===== config.mk =====
export PLATFORM = sky130hd
export DESIGN_NAME = serial_adder_unit_flat
export DESIGN_NICKNAME = d
export VERILOG_FILES = /design/src/rtl/serial_adder_unit_if.sv /design/src/rtl/serial_adder_unit.sv /design/src/flat_wrapper.sv
export SDC_FILE = /design/constraint.sdc
export NUM_CORES = 1
export LEC_CHECK = 0
export ABC_AREA = 1
export CELL_PAD_IN_SITES_DETAIL_PLACEMENT = 0
export CELL_PAD_IN_SITES_GLOBAL_PLACEMENT = 1
export CORE_UTILIZATION = 31
export DETAILED_ROUTE_END_ITERATION = 16
export PLACE_DENSITY = 0.8
export SYNTH_ARGS = -nofsm -noshare
export SYNTH_HDL_FRONTEND = slang
export SYNTH_SLANG_ARGS = --single-unit

===== constraint.sdc =====
create_clock -name clk -period 1.2 [get_ports clk]
set_input_delay 0.12 -clock clk [delete_from_list [all_inputs] [get_ports clk]]
set_output_delay 0.12 -clock clk [all_outputs]
set_load 0.02 [all_outputs]

===== src/rtl/serial_adder_unit_if.sv =====
// rtl/serial_adder_unit_if.sv - operand/result handshake bundle for the bit-serial adder
interface serial_adder_unit_if #(
   parameter int WIDTH = 8
);
   logic             in_valid;
   logic             in_ready;
   logic [WIDTH-1:0] a;
   logic [WIDTH-1:0] b;
   logic             cin;
   logic             out_valid;
   logic             out_ready;
   logic [WIDTH-1:0] sum;
   logic             cout;
   logic             busy;

   modport master (
      output in_valid, a, b, cin, out_ready,
      input  in_ready, out_valid, sum, cout, busy
   );

   modport slave (
      input  in_valid, a, b, cin, out_ready,
      output in_ready, out_valid, sum, cout, busy
   );
endinterface


===== src/rtl/serial_adder_unit.sv =====
// rtl/serial_adder_unit.sv - bit-serial WIDTH-bit adder around a single full-adder cell
module serial_adder_unit #(
   parameter int WIDTH = 8
) (
   input logic                clk,
   input logic                rst_n,
   serial_adder_unit_if.slave io
);
   localparam int            CW   = (WIDTH > 1) ? $clog2(WIDTH) : 1;
   localparam logic [CW-1:0] LAST = CW'(WIDTH - 1);

   typedef enum logic [1:0] {
      IDLE,
      RUN,
      HOLD
   } state_t;

   state_t           state;
   state_t           state_nxt;

   logic [WIDTH-1:0] a_sr;
   logic [WIDTH-1:0] b_sr;
   logic [WIDTH-1:0] sum_sr;
   logic             carry;
   logic             cout_r;
   logic [CW-1:0]    cnt;

   logic             accept;
   logic             last_bit;
   logic             fa_s;
   logic             fa_c;

   // The one full-adder cell, fed from the operand LSBs and the carry register
   assign fa_s     = a_sr[0] ^ b_sr[0] ^ carry;
   assign fa_c     = (a_sr[0] & b_sr[0]) | (carry & (a_sr[0] ^ b_sr[0]));
   assign last_bit = (cnt == LAST);

   always_ff @(posedge clk) begin
      if (!rst_n) begin
         state <= IDLE;
      end else begin
         state <= state_nxt;
      end
   end

   always_comb begin
      state_nxt    = state;
      accept       = 1'b0;
      io.in_ready  = 1'b0;
      io.out_valid = 1'b0;
      io.busy      = 1'b0;
      unique case (state)
         IDLE: begin
            io.in_ready = 1'b1;
            if (io.in_valid) begin
               accept    = 1'b1;
               state_nxt = RUN;
            end
         end
         RUN: begin
            io.busy = 1'b1;
            if (last_bit) begin
               state_nxt = HOLD;
            end
         end
         HOLD: begin
            io.out_valid = 1'b1;
            if (io.out_ready) begin
               state_nxt = IDLE;
            end
         end
         default: begin
            state_nxt = IDLE;
         end
      endcase
   end

   always_ff @(posedge clk) begin
      if (!rst_n) begin
         a_sr   <= '0;
         b_sr   <= '0;
         sum_sr <= '0;
         carry  <= 1'b0;
         cout_r <= 1'b0;
         cnt    <= '0;
      end else if (accept) begin
         a_sr   <= io.a;
         b_sr   <= io.b;
         sum_sr <= '0;
         carry  <= io.cin;
         cout_r <= 1'b0;
         cnt    <= '0;
      end else if (state == RUN) begin
         // Sum bits enter at the MSB so bit 0 lands in place after WIDTH shifts
         a_sr   <= a_sr >> 1;
         b_sr   <= b_sr >> 1;
         sum_sr <= (sum_sr >> 1) | (WIDTH'(fa_s) << (WIDTH - 1));
         carry  <= fa_c;
         cnt    <= cnt + 1'b1;
         if (last_bit) begin
            cout_r <= fa_c;
         end
      end
   end

   assign io.sum  = sum_sr;
   assign io.cout = cout_r;

endmodule


===== src/flat_wrapper.sv =====
// flat-port wrapper written by rule: the top's interface ports become plain ports
module serial_adder_unit_flat 
#(
   parameter int WIDTH = 8
)
  (clk, rst_n, io_in_valid, io_a, io_b, io_cin, io_out_ready, io_in_ready, io_out_valid, io_sum, io_cout, io_busy);
  serial_adder_unit_if #(.WIDTH(WIDTH)) io_i ();
  input logic clk;
  input logic rst_n;
  input wire logic [$bits(io_i.in_valid)-1:0] io_in_valid;
  input wire logic [$bits(io_i.a)-1:0] io_a;
  input wire logic [$bits(io_i.b)-1:0] io_b;
  input wire logic [$bits(io_i.cin)-1:0] io_cin;
  input wire logic [$bits(io_i.out_ready)-1:0] io_out_ready;
  output wire logic [$bits(io_i.in_ready)-1:0] io_in_ready;
  output wire logic [$bits(io_i.out_valid)-1:0] io_out_valid;
  output wire logic [$bits(io_i.sum)-1:0] io_sum;
  output wire logic [$bits(io_i.cout)-1:0] io_cout;
  output wire logic [$bits(io_i.busy)-1:0] io_busy;
  assign io_i.in_valid = io_in_valid;
  assign io_i.a = io_a;
  assign io_i.b = io_b;
  assign io_i.cin = io_cin;
  assign io_i.out_ready = io_out_ready;
  assign io_in_ready = io_i.in_ready;
  assign io_out_valid = io_i.out_valid;
  assign io_sum = io_i.sum;
  assign io_cout = io_i.cout;
  assign io_busy = io_i.busy;
  serial_adder_unit #(.WIDTH(WIDTH)) u_core (.clk(clk), .rst_n(rst_n), .io(io_i));
endmodule

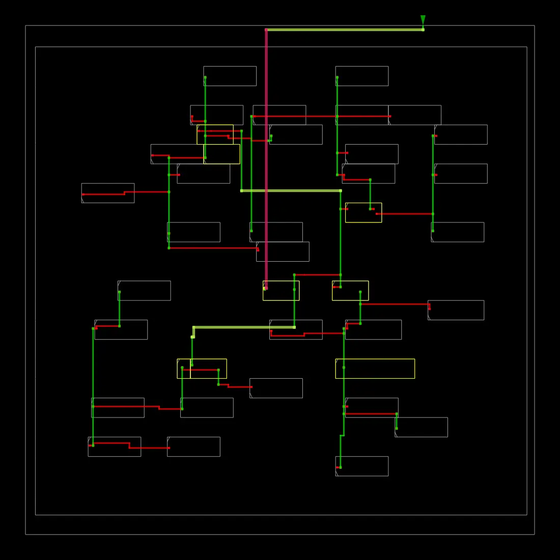
(run_1/clock_nets.png)
seq_cells: 31
CLK BUF: 6
Final Skew: 0.00414 ns
clk pwr: 1.05 mW
clock sinks: 31

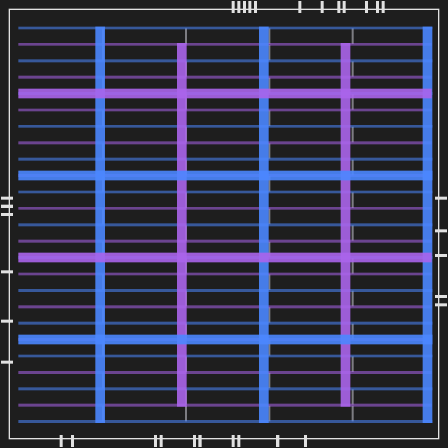
(run_1/floorplan.png)
Pins as bars on the die edge. Tap cells in grey.
Blue stands for VSS. Purple stands for VDD.
25 met1 rails follow the rows. 4 straps on met5. 33 signal pins sit on the boundary. 52 tap cells.

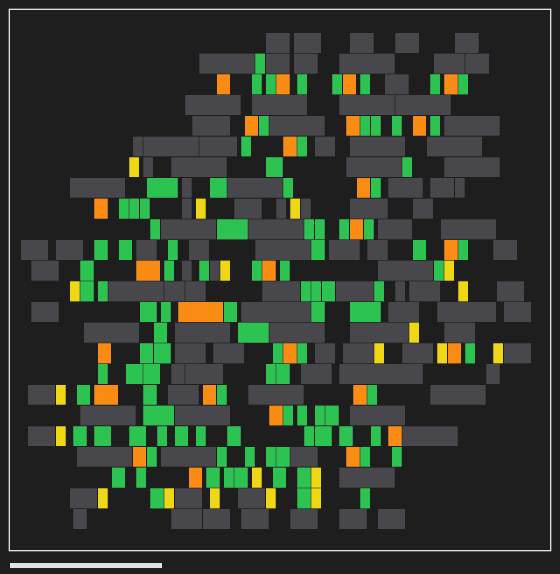
(run_1/gates.png)
Scale bar: 20 µm.
Green stands for nand cells, cells 102. Orange stands for aoi and oai cells, cells 26. Yellow stands for inv cells, cells 20.

==> out/summary.txt, run 1 <==
Outcome -> complete, but fails checks
Failing checks -> negative setup slack
Registers, synthesis -> 31
Rel. slew slack -> 0.842
MaxCap Viol Count -> 0
Number of enable flip-flop cells -> 0
DRC viols -> 0
Final Cycle Share -> 1.03
Max Fanout on Critical Path -> 6
Tapcells -> 52
Post-route ant nets -> 0
Final cell count without fillers -> 309
Asr flop ratio synth -> 0
RSZ-0062 raised after global routing -> true
Slew Viols, Final -> 0
Multi-input gates -> 146
Inverters -> 20
CORE AREA -> 4470 µm²
Hold Path Origin -> io_b[7]
Bufs w/o clock -> 52
Non-Clock Buffer Area Fraction -> 0.251
Fmax -> 0.805 GHz
Cell type with the largest total area -> dfxtp_1
Area added between synthesis and finish -> 48.3%
Final setup violating endpoints -> 13
Row count -> 24
DP Cell Count -> 300
Cell area after layout -> 2190 µm²
HPWL after DPL -> 2400 µm
Die Width -> 71.0 µm
# IOs -> 33
Latency at later pin -> 0.28 ns
First-pass GRT wire length -> 5820 µm
Total GRT Usage -> 0.149
Synth Cell Area -> 1480 µm²
Fp_density -> 0.330
Hold WS -> 0.403 ns
N_diodes -> 0
Post-Synth Adder-Cell Area -> 0.0305
Critical path's top delay family -> buffers and inverters
Resize count post-CTS -> 21
Aoi share -> 0.101
Top cells by area -> dfxtp_1, nand2_1, nand3_1
Synthesized Nets -> 233
Post-synth top flop -> dfxtp_1
Fraction of area in multi-input gates -> 0.347
First drt pass iteration count -> 6
Pwr dens -> 1220 nW/µm²
Seq area share -> 0.285
Hold Fails Final Rpt -> 0
Worst Setup SP -> u_core.state[0]
Starting DRT DRC Count -> 65
Worst-margin pin slew -> 0.236 ns
Leak -> 1.02 nW
Vias in the first global route -> 1346
Req. time, crit path -> 1.42 ns
Yosys warning tally -> 0
H-tree Lvls -> 2
Main logic family -> simple AND/OR/NAND/NOR gates
Die span in y -> 71.0 µm
Final worst setup slack -> -0.0416 ns
WL final -> 3490 µm
Seq share, synth -> 0.421
XOR/XNOR Area Share -> 0.00594
Largest type area fraction -> 0.421
Minimum clock period -> 1.24 ns
CTS tree -> built
Commonest cells post-synth -> nand2_1, dfxtp_1, nand3_1
Syn Inst Count -> 209
Detail-routed via count per cell -> 4.53
Worst Setup Start Kind -> register
Placed cell areas -> 1970 µm²
Final net count -> 280
Tool warning count -> 28
YS chip area -> 1480 µm²
Dominant class by area -> multi-input combinational cells
FILL cells -> 467
Setup bufs post-CTS -> 0
Port bufs -> 32
Hold buffers post-CTS -> 0
Final setup TNS -> -0.184 ns
Die ar. -> 5040 µm²
Clock buffer count from CTS -> 5
Worst Setup End Kind -> register
Post-Synth Simple-Gate Area -> 0.334
Vias post-DR -> 1400
Final global-route overflow total -> 0
Worst-path clk slew -> 0.06 ns
Largest net degree at the start of global routing -> 19
ClkCell Share -> 0.0538
Crit-path cells -> buf_6, buf_6, o21ai_4, clkbuf_16, nand2_4, inv_2, nor2_1, nor2_1
Clock buffer depth -> 2
GP Congestion -> 0.742
Share of layout cells above drive strength 1 -> 0.218
Syn avg cell area -> 7.06 µm²
Core Util, Final -> 0.489
Buf+Inv Stages, Crit Path -> 4
Type of the tightest min-delay check -> in2reg
Worst r2r src -> u_core.state[0]
VDD IR max -> 471 µV
Root buf cell -> clkbuf_8
Most common cell in the netlist -> nand2_1
Logic area -> 758 µm²
CP max stage cell -> dfxtp_2
Largest stage delay, worst path -> 0.32 ns
Number of cells in Yosys stat -> 209
WP data arrival -> 1.46 ns
Initial antenna violation count -> 0
Seq. cell area -> 623 µm²
Post-DR wirelength/cell -> 11.3 µm
Distinct lib cells -> 20
Area fraction in mux cells -> 0
Worst setup path category -> reg2reg
[run 1: path summary, 6_finish.rpt]
path / to / slack [ns] / cells after the start
max: u_core.a_sr[0] / -0.04 / 8
min: u_core.b_sr[7] / 0.40 / 3
min reg2reg: u_core.io.cout / 0.45 / 2
max reg2reg: u_core.a_sr[0] / -0.04 / 8
[run 1: per-layer routing]
| layer | GRT usage | wire length [µm] | vias to the layer above |
|---|---|---|---|
| met2 | 0.239 | 1620 | 31 |
| met3 | 0.0299 | 131 | 2 |
| met4 | 0.0800 | 36 | 0 |
| li1 | - | - | 749 |
| met5 | 0 | 0 | - |
| met1 | 0.188 | 1710 | 618 |
[run 1: through the flow]
step | power (mW) | worst slack (ns)
floorplan | 1.37 | 0.0490
global placement | 1.57 | -0.162
detailed placement | 1.57 | -0.151
CTS | 2.63 | -0.178
global route | 2.78 | -0.0837
finish | 2.66 | -0.0416
[run 1: placed cells by master (no fill, tap or decap), types with 8 or more instances in the layout]
| master | netlist | layout |
|---|---|---|
| nand2_1 | 73 | 61 |
| dfxtp_1 | 31 | 29 |
| nor2_1 | 10 | 10 |
| a21oi_1 | 25 | 23 |
| nand2_2 | 2 | 9 |
| dlygate4sd2_1 | 0 | 9 |
| nand3_1 | 27 | 27 |
| clkdlybuf4s50_1 | 0 | 20 |
| buf_6 | 3 | 8 |
| inv_1 | 18 | 16 |
[run 1: registers in the layout, indices dropped and copies added, names as in the netlist]
register,flops
u_core.io.sum,8
u_core.cnt,3
u_core.b_sr,8
u_core.carry,1
u_core.io.cout,1
u_core.state,2
u_core.a_sr,8
[run 1: where the power goes]
group	total [mW]	switching, mW	internal, mW
Combinational	0.489	0.238	0.251
Clock	1.05	0.383	0.671
Sequential	1.12	0.0335	1.08
Total	2.66	0.654	2.00
## Run 2: what changed since run 1
Settings changed: CORE_MARGIN set to 2.
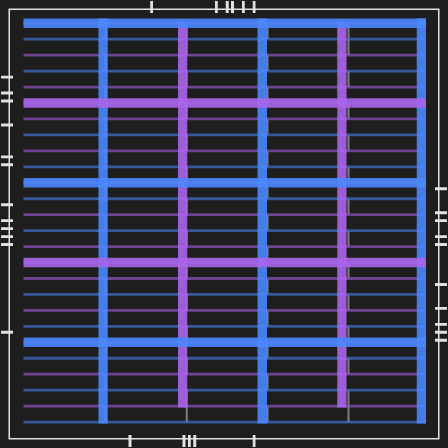
(run_2/floorplan.png)
Pins as bars on the die edge. Tap cells in grey.
Purple stands for VDD. Blue stands for VSS.
5 straps on met4. 5 straps on met5. The core has 25 rows. 54 tap cells. 26 met1 rails follow the rows.

==> run 2 against run 1 <==
Effect of this change:
- the run still ends with negative setup slack left
- via count grew 2.1%
- combinational power grew 7.6%
- setup slack lost 0.12 ns
- non-clock buffer count grew 4
- clock power is essentially flat
- sequential share of layout area shrank 1.0 points
- area after synthesis is the same
- register-to-register slack lost 0.12 ns
- power grew 2.1%
- wire length shrank 0.49%
- sequential cell count is the same
- largest cell class unchanged
==> out/summary.txt, run 2 <==
Synth Cell Area -> 1480 µm²
Share of layout cells above drive strength 1 -> 0.299
RSZ-0062 raised after global routing -> true
Most used routing layer in global routing -> met2
Final setup TNS -> -1.08 ns
Registers, synthesis -> 31
WL final -> 3470 µm
Total GRT Usage -> 0.143
Clk pwr -> 1.07 mW
Largest net degree at the start of global routing -> 18
Final Cycle Share -> 1.14
Die ar. -> 5330 µm²
WP data arrival -> 1.58 ns
R2R Setup Slk -> -0.16 ns
Type of the tightest min-delay check -> in2reg
Clock buffer depth -> 2
Fp_density -> 0.317
Number of enable flip-flop cells -> 0
Clock buffer count from CTS -> 5
Pwr dens -> 1200 nW/µm²
GP Congestion -> 0.761
Largest stage delay, worst path -> 0.32 ns
Detail-routed via count per cell -> 4.54
# IOs -> 33
Vias in the first global route -> 1333
MaxCap Viol Count -> 0
CTS tree -> built
Most numerous logic cell after layout -> nand2_1
Comb pwr -> 0.526 mW
Worst-margin pin slew -> 0.369 ns
Seq power -> 1.12 mW
Die Width -> 73.0 µm
Failing checks -> negative setup slack
Die span in y -> 73.0 µm
Cell type with the largest total area -> dfxtp_1
Sw Ratio -> 0.254
Top power group -> sequential cells
H-tree Lvls -> 2
Req. time, crit path -> 1.42 ns
Post-synth top flop -> dfxtp_1
Hold Fails Final Rpt -> 0
N_diodes -> 0
Combinational power share -> 0.194
Yosys warning tally -> 0
Critical path's top delay family -> buffers and inverters
CORE AREA -> 4660 µm²
DRC viols -> 0
Hold buffers post-CTS -> 0
Area added between synthesis and finish -> 53.7%
Rel. slew slack -> 0.753
Starting DRT DRC Count -> 39
Tool warning count -> 28
Worst Setup End Kind -> register
Largest type area fraction -> 0.421
First-pass GRT wire length -> 5860 µm
Number of cells in Yosys stat -> 209
DP Cell Count -> 302
Worst-path clk slew -> 0.07 ns
Hold WS -> 0.403 ns
Distinct lib cells -> 20
Post-route ant nets -> 0
Final net count -> 284
Outcome -> complete, but fails checks
Port bufs -> 32
Syn Inst Count -> 209
Commonest cells post-synth -> nand2_1, dfxtp_1, nand3_1
Final global-route overflow total -> 0
CP max stage cell -> dfxtp_2
VDD IR max -> 432 µV
YS chip area -> 1480 µm²
Final cell count without fillers -> 315
Max Fanout on Critical Path -> 7
Vias post-DR -> 1430
Initial antenna violation count -> 0
Minimum clock period -> 1.36 ns
Most frequent cells in the layout -> nand2_1, dfxtp_1, nand3_1, clkdlybuf4s50_1, nand2_2
Fmax -> 0.733 GHz
Cell mode on critical path -> buf_6
Core Util, Final -> 0.486
M2 GR Usage -> 0.231
Slew Viols, Final -> 0
Seq share, synth -> 0.421
GR Util met3 -> 0.0387
Synthesized Nets -> 233
Final Skew -> 0.00855 ns
Asr flop ratio synth -> 0
Post-DR wirelength/cell -> 11.0 µm
Seq pwr share -> 0.412
Met1 usage -> 0.177
Syn avg cell area -> 7.06 µm²
Leak -> 1.04 nW
Crit-path cells -> buf_6, buf_12, buf_8, o21ai_4, buf_6, buf_4, nand2_2, a21oi_2
Net Sw Power -> 0.690 mW
Clock sinks -> 31
Root buf cell -> clkbuf_8
Row count -> 25
Clock share of power -> 0.394
Latency at later pin -> 0.28 ns
Final setup violating endpoints -> 19
Final worst setup slack -> -0.165 ns
Buf+Inv Stages, Crit Path -> 5
Worst Setup Start Kind -> register
Worst setup path category -> reg2reg
HPWL after DPL -> 2340 µm
Top cells by area -> dfxtp_1, nand2_1, nand3_1
Most common cell in the netlist -> nand2_1
Pint -> 2.02 mW
First drt pass iteration count -> 4
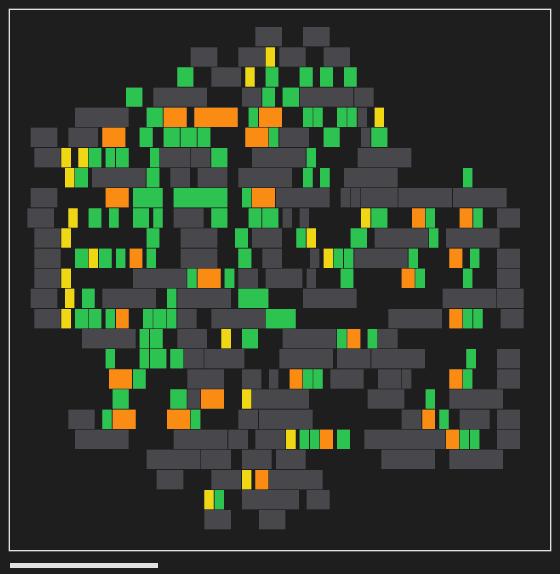
(run_2/gates.png)
Scale bar: 20 µm.
Orange stands for aoi and oai cells, cells 26. Yellow stands for inv cells, cells 20. Green stands for nand cells, cells 102.

==> run 2: cell types whose count changed in the layout (fill, tap and decap cells not counted), moves of 2 or more <==
cell / delta
a21oi_1: -9
a21oi_2: +9
nand2_1: -8
nand2_2: +9
buf_4: +5
buf_6: +2
nand2_4: -2
buf_2: -2
==> run 2: layout make-up <==
class                           instances  area (µm²)
Fill cell                             473        2390
Multi-Input combinational cell        146         816
Sequential cell                        31         623
Timing Repair Buffer                   56         568
Clock buffer                            6        82.6
Inverter                               20        75.1
Tap cell                               54        67.6
Clock inverter                          2        35.0
==> run 2: cells by family after synthesis <==
group	share of synthesized area
compound gates	0.101
flops	0.421
buf+inv	0.108
fa+ha+maj	0.0305
xor+xnor	0.00594
simple gates	0.334
==> run 2: routing by layer <==
metal | part of all wire | vias up | routed length [µm]
met2 | 0.48 | 30 | 1680
li1 | - | 757 | -
met4 | 0.018 | 0 | 63
met3 | 0.039 | 7 | 137
met5 | 0 | - | 0
met1 | 0.46 | 636 | 1590
==> run 2: final timing paths <==
check	from	cells past startpoint	endpoint
min reg2reg	u_core.io.sum[0]	2	u_core.io.sum[0]
max	u_core.state[0]	8	u_core.a_sr[1]
max reg2reg	u_core.state[0]	8	u_core.a_sr[1]
min	io_a[7]	3	u_core.a_sr[7]
==> run 2: metrics by stage <==
step / total power, mW / area [µm²] / worst slack, ns
detailed placement: 1.56 / 1960 / -0.134
global route: 2.84 / 2270 / -0.229
global placement: 1.56 / 1960 / -0.134
floorplan: 1.37 / 1480 / 0.0490
finish: 2.71 / 2270 / -0.165
CTS: 2.71 / 2210 / -0.0971
==> run 2: repair_timing <==
action | 4_1_cts | 5_1_grt
setup buffers | 2 | 3
gates cloned | 1 | 0
endpoints found under the setup margin | 42 | 32
gates resized | 55 | 21
pin swaps | 14 | 7
## Run 3: what changed since run 2
Settings changed: CORE_UTILIZATION 31 to 35, PLACE_DENSITY 0.8 to 0.84.
Clock period 1.2 ns to 1.5 ns, I/O delays scaled along.
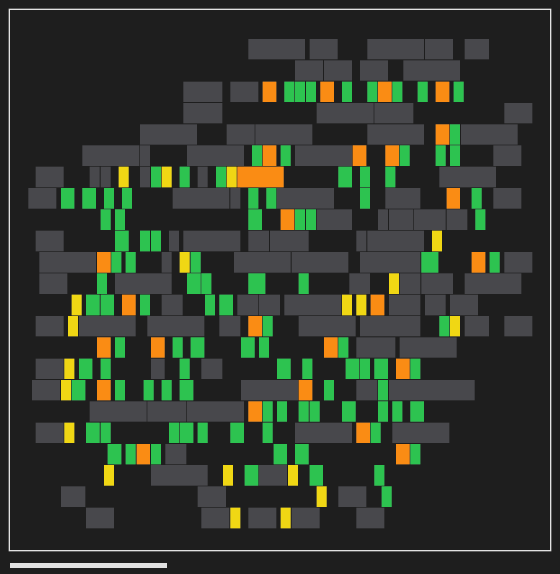
(run_3/gates.png)
Scale bar: 20 µm.
Orange stands for aoi and oai cells, cells 26, where all over the die. Yellow stands for inv cells, cells 20. Green stands for nand cells, cells 102.

==> run 3 against run 2 <==
Effect of this change:
- the flow now finishes without violations
- area after synthesis did not move
- register-to-register slack improved by 0.41 ns
- via count fell by 7.1%
- power fell by 24%
- non-clock buffer count fell by 11
- first-iteration DRC count rose by 140%
- critical path type is now reg2out
- largest cell class unchanged
- largest power group unchanged
- highest routed layer unchanged
==> out/summary.txt, run 3 <==
Number of enable flip-flop cells -> 0
Vias post-DR -> 1328
WL final -> 3190 µm
Worst Setup End Kind -> output pin
GR Util met3 -> 0.0584
Initial antenna violation count -> 0
Most common cell in the netlist -> nand2_1
Leak -> 0.901 nW
Core Util, Final -> 0.500
Post-synth top flop -> dfxtp_1
Worst setup path category -> reg2out
Latency at later pin -> 0.28 ns
Syn Inst Count -> 209
WP data arrival -> 1.25 ns
Hold depth -> 3
DRC viols -> 0
CP max stage cell -> clkdlybuf4s50_1
Met2 routed wirelength -> 1450 µm
Die Width -> 68.9 µm
Final worst setup slack -> 0.101 ns
Seq share, synth -> 0.421
Post-DR wirelength/cell -> 10.6 µm
Critical path's top delay family -> buffers and inverters
Outcome -> complete, no violations
Die ar. -> 4750 µm²
First-pass GRT wire length -> 5240 µm
Setup bufs post-CTS -> 0
Final global-route overflow total -> 0
R2R Setup Slk -> 0.25 ns
Detail-routed via count per cell -> 4.43
Largest net degree at the start of global routing -> 17
RSZ-0062 raised after global routing -> false
Yosys warning tally -> 0
# IOs -> 33
Clock sinks -> 31
Reg-to-reg endpoint -> u_core.a_sr[4]
Hold Path Origin -> io_a[7]
H-tree Lvls -> 2
M2 GR Usage -> 0.232
Worst Setup Start Kind -> register
Total GRT Usage -> 0.153
Post-place setup slack -> 0.0514 ns
Most numerous logic cell after layout -> nand2_1
Wl on met1 -> 1560 µm
Top cells by area -> dfxtp_1, nand2_1, nand3_1
FILL cells -> 441
Most frequent cells in the layout -> nand2_1, clkdlybuf4s50_1, dfxtp_1, nand3_1, a21oi_1
Logic area -> 696 µm²
Rel. slew slack -> 0.838
Worst-path clk slew -> 0.07 ns
Total length of routed met3 wires -> 155 µm
Number of cells in Yosys stat -> 209
Cell area after layout -> 2010 µm²
Fp_density -> 0.366
Distinct lib cells -> 20
Synth Cell Area -> 1480 µm²
Pwr dens -> 1020 nW/µm²
Hold Fails Final Rpt -> 0
Type of the tightest min-delay check -> in2reg
Hold buffers post-CTS -> 0
Syn avg cell area -> 7.06 µm²
Synthesized Nets -> 233
Crit-path cells -> clkdlybuf4s50_1
Clock buffer depth -> 2
CORE AREA -> 4030 µm²
Post-route ant nets -> 0
HPWL after DPL -> 2290 µm
Max Fanout on Critical Path -> 3
Final cell count without fillers -> 300
Buf+Inv Stages, Crit Path -> 1
Placed cell areas -> 1900 µm²
Req. time, crit path -> 1.35 ns
Fmax -> 0.715 GHz
Top sig layer -> met4
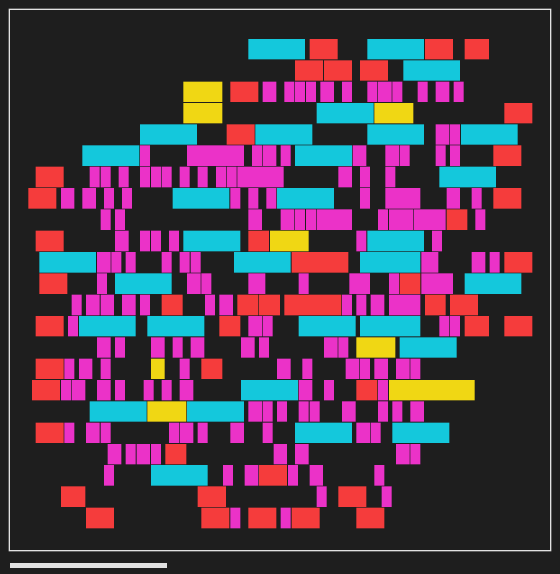
(run_3/class_map.png)
Scale bar: 20 µm.
Magenta stands for remaining logic cells, cells 166, share of their area 40%. Yellow stands for clock drivers and dummy loads, cells 8, share of their area 6.0%. Cyan stands for registers, cells 31, share of their area 32%. Red stands for remaining buffers and delay cells, cells 45, share of their area 23%.

==> run 3: cell families (layout without fill, tap and decap cells) <==
kind of cell	Yosys count	after routing	synth area share
flip-flops	31	31	0.421
XOR/XNOR	1	1	0.00594
buffers and inverters	32	73	0.108
AND/OR/NAND/NOR	115	115	0.334
adder cells (fa/ha/maj)	3	3	0.0305
AND-OR/OR-AND	27	27	0.101
==> run 3: what timing repair did <==
item	CTS	global route
resized	5	0
setup endpoints to repair	3	0
hold endpoints to repair	0	0
==> run 3: tightest hold or removal path, cell delays in order <==
cell	delay, ns
clkdlybuf4s50_1	0.39
nand2_1	0.06
a21oi_1	0.05
==> run 3: worst max path at each step <==
stage	slack (ns)	endpoint	cells after the start	startpoint
floorplan	0.35	u_core.a_sr[1]	6	u_core.state[0]
global placement	0.06	io_busy	3	u_core.state[0]
detailed placement	0.05	io_busy	3	u_core.state[0]
CTS	0.07	io_sum[7]	1	u_core.io.sum[7]
global route	0.03	io_sum[3]	1	u_core.io.sum[3]
finish	0.10	io_sum[7]	1	u_core.io.sum[7]
==> run 3: cell type report <==
| cell class | count | area share |
|---|---|---|
| Tap cell | 50 | 0.0311 |
| Inverter | 20 | 0.0373 |
| Multi-Input combinational cell | 146 | 0.346 |
| Clock buffer | 6 | 0.0410 |
| Clock inverter | 2 | 0.0174 |
| Timing Repair Buffer | 45 | 0.218 |
| Sequential cell | 31 | 0.310 |
==> run 3: power breakdown <==
| part | leakage, nW | internal (mW) | switching (mW) | total [mW] |
|---|---|---|---|---|
| Clock | 0.0612 | 0.537 | 0.318 | 0.855 |
| Combinational | 0.585 | 0.148 | 0.157 | 0.305 |
| Sequential | 0.254 | 0.865 | 0.0270 | 0.892 |
Power is estimated from default activity; no workload was simulated.
